==> images/sizing.png <==
Bar = 20 um.
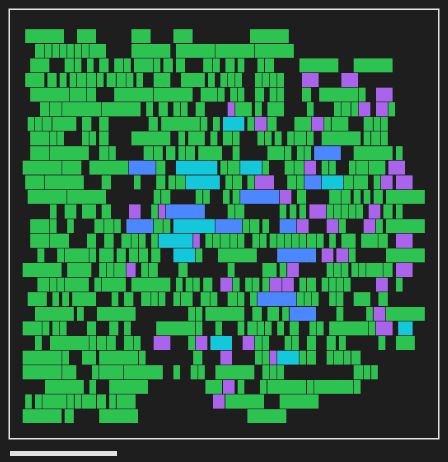
==> images/placed.png <==
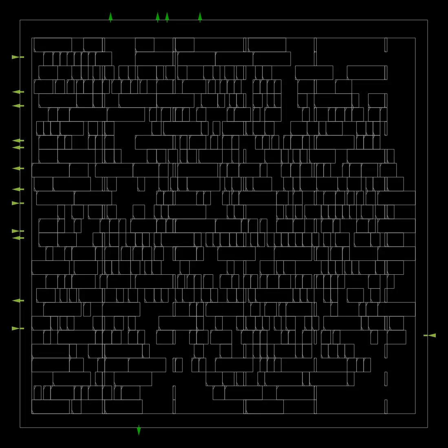
==> images/route_heat.png <==
16 x 16 tiles, from dark blue (low) to red (high), scaled to the fullest tile. Values are wire area over tile area, all layers added.
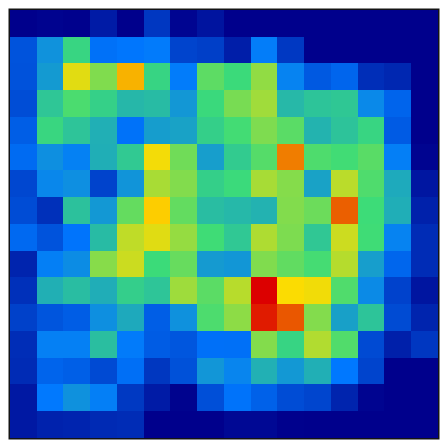
==> images/clock_wires.png <==
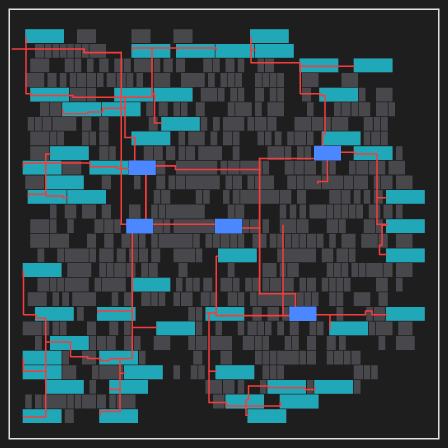
==> images/ff_map.png <==
Bar = 20 um. Other sequential cells in the stronger grey, the rest of the logic in the fainter grey.
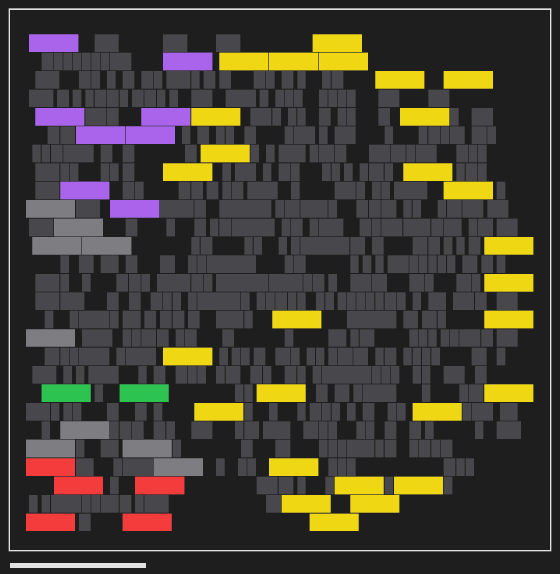
[src/rtl/kick_sequencer.sv]
// kick_sequencer: fires the kicker solenoid through a rising-edge Enable
// window when armed with a debounced ball present, then holds off for a
// recharge cooldown. Reports Done/Reject pulses and a wrapping kick count.
//
// Handshake: Req is a level whose rising edge is one request. Each edge
// gets exactly one answer: a kick (Enable window, later Done) or a one-cycle
// Reject. Requests are never queued. Done and Reject never coincide; a
// Reject that would collide with Done is delivered one cycle later.
module kick_sequencer #(
  parameter int ENABLE_CYCLES   = 4,
  parameter int KICK_CYCLES     = 10,
  parameter int COOLDOWN_CYCLES = 50_000_000,
  parameter int DEBOUNCE_CYCLES = 16
) (
  input  logic       clk,
  input  logic       Reset,
  input  logic       Req,
  input  logic       Arm,
  input  logic       BallSense,
  output logic       Enable,
  output logic       Ready,
  output logic       Done,
  output logic       Reject,
  output logic       BallPresent,
  output logic [7:0] KickCount
);

  localparam int MAX_EK  = (ENABLE_CYCLES > KICK_CYCLES) ? ENABLE_CYCLES : KICK_CYCLES;
  localparam int MAX_ALL = (MAX_EK > COOLDOWN_CYCLES) ? MAX_EK : COOLDOWN_CYCLES;
  localparam int CW      = $clog2(MAX_ALL) + 1;
  localparam int DW      = $clog2(DEBOUNCE_CYCLES) + 1;

  localparam logic [CW-1:0] EN_LOAD = CW'(ENABLE_CYCLES - 1);
  localparam logic [CW-1:0] KC_LOAD = CW'(KICK_CYCLES - 1);
  localparam logic [CW-1:0] CD_LOAD = CW'(COOLDOWN_CYCLES - 1);
  localparam logic [DW-1:0] DB_LAST = DW'(DEBOUNCE_CYCLES - 1);

  typedef enum logic [1:0] {IDLE, FIRE, WAIT, COOLDOWN} state_t;

  state_t        state;
  logic [CW-1:0] cnt;
  logic          req_q;
  logic          arm_q;
  logic          sync1;
  logic          sync2;
  logic [DW-1:0] db_cnt;
  logic          rej_pend;
  logic          req_edge;

  assign req_edge = Req & ~req_q;

  // Idle, armed and holding a ball: the controller may request a kick.
  assign Ready = (state == IDLE) && arm_q && BallPresent;

  // Synchronize the raw ball sensor and debounce it into BallPresent.
  always_ff @(posedge clk) begin
    if (Reset) begin
      sync1       <= 1'b0;
      sync2       <= 1'b0;
      db_cnt      <= '0;
      BallPresent <= 1'b0;
    end else begin
      sync1 <= BallSense;
      sync2 <= sync1;
      if (sync2 == BallPresent) begin
        db_cnt <= '0;
      end else if (db_cnt == DB_LAST) begin
        BallPresent <= sync2;
        db_cnt      <= '0;
      end else begin
        db_cnt <= db_cnt + DW'(1);
      end
    end
  end

  // Register Req for edge detection (reset high so a held request is not an
  // edge) and Arm for the Ready term.
  always_ff @(posedge clk) begin
    if (Reset) begin
      req_q <= 1'b1;
      arm_q <= 1'b0;
    end else begin
      req_q <= Req;
      arm_q <= Arm;
    end
  end

  // Kick sequencing FSM with one shared down-counter and registered outputs.
  always_ff @(posedge clk) begin
    if (Reset) begin
      state     <= IDLE;
      cnt       <= '0;
      Enable    <= 1'b0;
      Done      <= 1'b0;
      Reject    <= 1'b0;
      rej_pend  <= 1'b0;
      KickCount <= '0;
    end else begin
      Done     <= 1'b0;
      Reject   <= rej_pend;
      rej_pend <= 1'b0;
      case (state)
        IDLE: begin
          if (req_edge) begin
            if (Arm && BallPresent) begin
              state  <= FIRE;
              cnt    <= EN_LOAD;
              Enable <= 1'b1;
            end else begin
              Reject <= 1'b1;
            end
          end
        end
        FIRE: begin
          if (req_edge) Reject <= 1'b1;
          if (!Arm) begin
            // Abort: drop Enable now, still pay the recharge lockout.
            state  <= COOLDOWN;
            cnt    <= CD_LOAD;
            Enable <= 1'b0;
          end else if (cnt == '0) begin
            state  <= WAIT;
            cnt    <= KC_LOAD;
            Enable <= 1'b0;
          end else begin
            cnt <= cnt - CW'(1);
          end
        end
        WAIT: begin
          if (cnt == '0) begin
            state     <= COOLDOWN;
            cnt       <= CD_LOAD;
            Done      <= 1'b1;
            KickCount <= KickCount + 8'd1;
            // Push a coinciding Reject one cycle out so it never overlaps Done.
            if (req_edge) rej_pend <= 1'b1;
          end else begin
            cnt <= cnt - CW'(1);
            if (req_edge) Reject <= 1'b1;
          end
        end
        COOLDOWN: begin
          if (req_edge) Reject <= 1'b1;
          if (cnt == '0) begin
            state <= IDLE;
          end else begin
            cnt <= cnt - CW'(1);
          end
        end
        default: begin
          state  <= IDLE;
          Enable <= 1'b0;
        end
      endcase
    end
  end

endmodule

[config.mk]
export PLATFORM = sky130hd
export DESIGN_NAME = kick_sequencer
export DESIGN_NICKNAME = d
export VERILOG_FILES = /design/src/rtl/kick_sequencer.sv
export SDC_FILE = /design/constraint.sdc
export NUM_CORES = 1
export LEC_CHECK = 0
export ABC_AREA = 1
export CORE_MARGIN = 2
export CORE_UTILIZATION = 57
export DETAILED_ROUTE_END_ITERATION = 16
export GPL_ROUTABILITY_DRIVEN = 0
export MAX_ROUTING_LAYER = met4
export PLACE_DENSITY = 0.77
export REMOVE_ABC_BUFFERS = 1
export SLEW_MARGIN = 20
export SYNTH_ARGS = -nofsm -noshare
export SYNTH_HDL_FRONTEND = slang
export SYNTH_SLANG_ARGS = --single-unit
export TNS_END_PERCENT = 1
[constraint.sdc]
create_clock -name clk -period 4 [get_ports clk]
set_input_delay 1 -clock clk [delete_from_list [all_inputs] [get_ports clk]]
set_output_delay 1 -clock clk [all_outputs]
set_load 0.01 [all_outputs]
==> results.txt <==
Placed Instances: 553
Hold path cells: 2
Die X: 79.7 um
Chip area: 6350 um^2
Biggest area consumer among synthesized cells: dfxtp_1
Count leader, synth: nand2_1
Htree depth: 2
Chip Area, Yosys: 3260 um^2
Final ANT Viol Nets: 0
Post-CTS Setup Bufs: 0
Post-DR vias/cell: 5.30
Tool Warnings: 30
Crit path DAT: 3.01 ns
Gr ovfl total: 0
Residual DRC: 0
HP Class: flop to flop
Post-synth top cells: nand2_1, nor2_1, inv_1
Worst Reg2Reg Path Length in Cells: 13
Ys flops: 51
Die height: 79.7 um
CTS tree: yes
Critical path class: primary input to flop
Largest net degree at the start of global routing: 31
Worst reg2reg endpoint: cnt[6]
Post-CTS Hold Buffers: 0
CP max FO: 20
Dpl hpwl: 5.17 mm
Layout Utilization: 64.5%
Pre-antenna DRT Iters: 4
Worst Hold End: sync2
Fmax: 363 MHz
Cell Type Count: 35
Flip-flops with a built-in enable: 0
Status: complete, no violations
CTS Buf Count: 5
Final instance area: 3550 um^2
Iteration-0 DRC Markers: 164
Ys async rst share: 0%
Register-to-register path setup slack: 1.86 ns
Worst VDD drop: 0.000470 V
Leak pwr: 0.00157 uW
TritonCTS sink count: 51
Setup TNS: 0 ns
Mapped cell area: 3260 um^2
Adder Area Share: 3.83%
Largest logic family: simple AND/OR/NAND/NOR gates
Hold_ws: 0.410 ns
Ys cells: 474
Xor/xnor share: 4.02%
Simple share: 42.8%
Top cells by area: dfxtp_1, nand2_1, nor2_1
Dominant flop cell: dfxtp_1
YS warnings: 0
Rel. slew slack: 62.8%
Pre-CTS WS: 0.947 ns
RR Startpoint: cnt[0]
Top-area cell share: 31.3%
Pwr Total: 3240 uW
Final hold violations: 0
Complex Gates by Area: 9.05%
Seq share, synth: 31.3%
First-pass GRT wire length: 12.4 mm
Max-slew violations: 0
Max_cap viols: 0
RSZ-0062 raised after global routing: no
Cells after Synth: 474
Worst setup endpoint: cnt[9]
Buffers on Ports: 17
Final setup viols: 0
Most used cell along the critical path: nand2_1
Cts repair resizes: 0
Antenna Cells: 0
Multiplexer share: 0%
Layout cells sized above 1: 12.9%
Crit. End Element: flop
Root buf cell: clkbuf_8
Max clock buf depth: 2
Drt total wl: 7.04 mm
Critical Path Source: Req
Worst Setup Start Kind: primary input
I/O pins: 18
Cell Pwr Density: 912 nW/um^2
Worst-path cell with the longest stage delay: clkdlybuf4s50_1
Slew @ Worst Pin: 0.558 ns
Syn Area/Cell: 6.89 um^2
Register clock-pin slew on the reported worst setup and hold paths: 0.10 ns
Crit-path cells: clkdlybuf4s50_1 -> inv_1 -> nor2_1 -> nand3_1 -> nand2_1 -> nand2_4 -> inv_2 -> nand2_1 -> nand2_1 -> nand3_1 -> nor2_1
Wirelength per Cell: 12.5 um
Notes on sizing.png above:
legend:
  x6 and larger:
    colour: blue
    cells: 11
    most_used: clkbuf_8
  x3 and x4:
    colour: cyan
    cells: 11
    most_used: nor2_4
  x1 and smaller:
    colour: green
    cells: 426
    most_used: nand2_1
  x2:
    colour: purple
    cells: 41
    most_used: nor2_2
Non-clock buffers: 18
Syn-to-layout area delta: 8.78%
final worst slack: 1.25 ns

Notes on placed.png above:
CORE AREA: 5510 um^2
Fillers: 500
fin cells: 561

Notes on route_heat.png above:
fullest tile: 0.57
tiles over half the peak: 24%
densest ninth of the die: centre
emptiest ninth of the die: upper right
nearly empty tiles: 15%
mean over tiles: 0.18
gr usage total: 25.2%
via count: 2975

Notes on clock_wires.png above:
legend:
  flip-flops:
    colour: cyan
    count: 51
  clock-net drivers:
    colour: blue
    count: 5
  clock wires:
    colour: red
    length: 639 um
routed clock nets: 6
flops lie: spread over the die
Clock power frac: 9.7%
Clock Power: 315 uW
Skew-Pair Late Insertion Delay: 0.32 ns
Worst Skew: 0.00953 ns

Notes on ff_map.png above:
legend:
  KickCount:
    colour: purple
    flops: 8
    where: upper left
  db_cnt:
    colour: red
    flops: 5
    where: lower left
  cnt:
    colour: yellow
    flops: 27
  state:
    colour: green
    flops: 2
not coloured: 9
fraction of area in registers: 28.8%
Seq. pwr: 684 uW

-- sequential cells by signal, indices dropped and copies added (netlist names) --
| register | cells |
|---|---|
| sync1 | 1 |
| sync2 | 1 |
| Done | 1 |
| BallPresent | 1 |
| cnt | 27 |
| KickCount | 8 |
| arm_q | 1 |
| Reject | 1 |
| rej_pend | 1 |
| db_cnt | 5 |
| Enable | 1 |
| state | 2 |
| req_q | 1 |
-- cell usage in the layout (no fill, tap or decap), drive strengths merged, types with 2 or more instances in the layout --
master and count:
nand3b 2, dfxtp 51, o21bai 2, ha 10, inv 61, o211ai 2, nand2 107, o21ai 12
a21oi 32, xnor2 4, and3 2, nand3 53, clkbuf 5, clkdlybuf4s50 17, nor2 96, nand4 8
xor2 11, nor3 8
-- where the power goes --
part | switching, uW | internal (uW) | leakage [uW] | total [uW]
clock | 188 | 127 | 0.0000489 | 315
combinational | 1510 | 734 | 0.00111 | 2240
sequential | 90.0 | 594 | 0.000414 | 684
-- cell type report --
class / count / area [um^2]
inverter: 59 / 221
sequential: 51 / 1020
clock inverter: 3 / 22.5
fill: 500 / 1960
clock buffer: 5 / 68.8
timing repair buffer: 18 / 178
tap: 72 / 90.1
multi-input combinational: 353 / 1950
-- kinds of logic (layout without fill, tap and decap cells) --
kind of cell / count (synthesis) / after routing
fa+ha+maj: 10 / 10
flops: 51 / 51
simple gates: 279 / 279
compound gates: 49 / 49
xor+xnor: 15 / 15
buf+inv: 70 / 85
-- metal layers --
metal | track usage (%) | share of wire [%] | vias to the layer above
met5 | - | 0 | -
met3 | 3.62 | 4.1 | 18
met2 | 42.5 | 49 | 70
li1 | - | - | 1538
met4 | 10.0 | 2.1 | 0
met1 | 30.2 | 45 | 1349
Power is estimated from default activity; no workload was simulated.
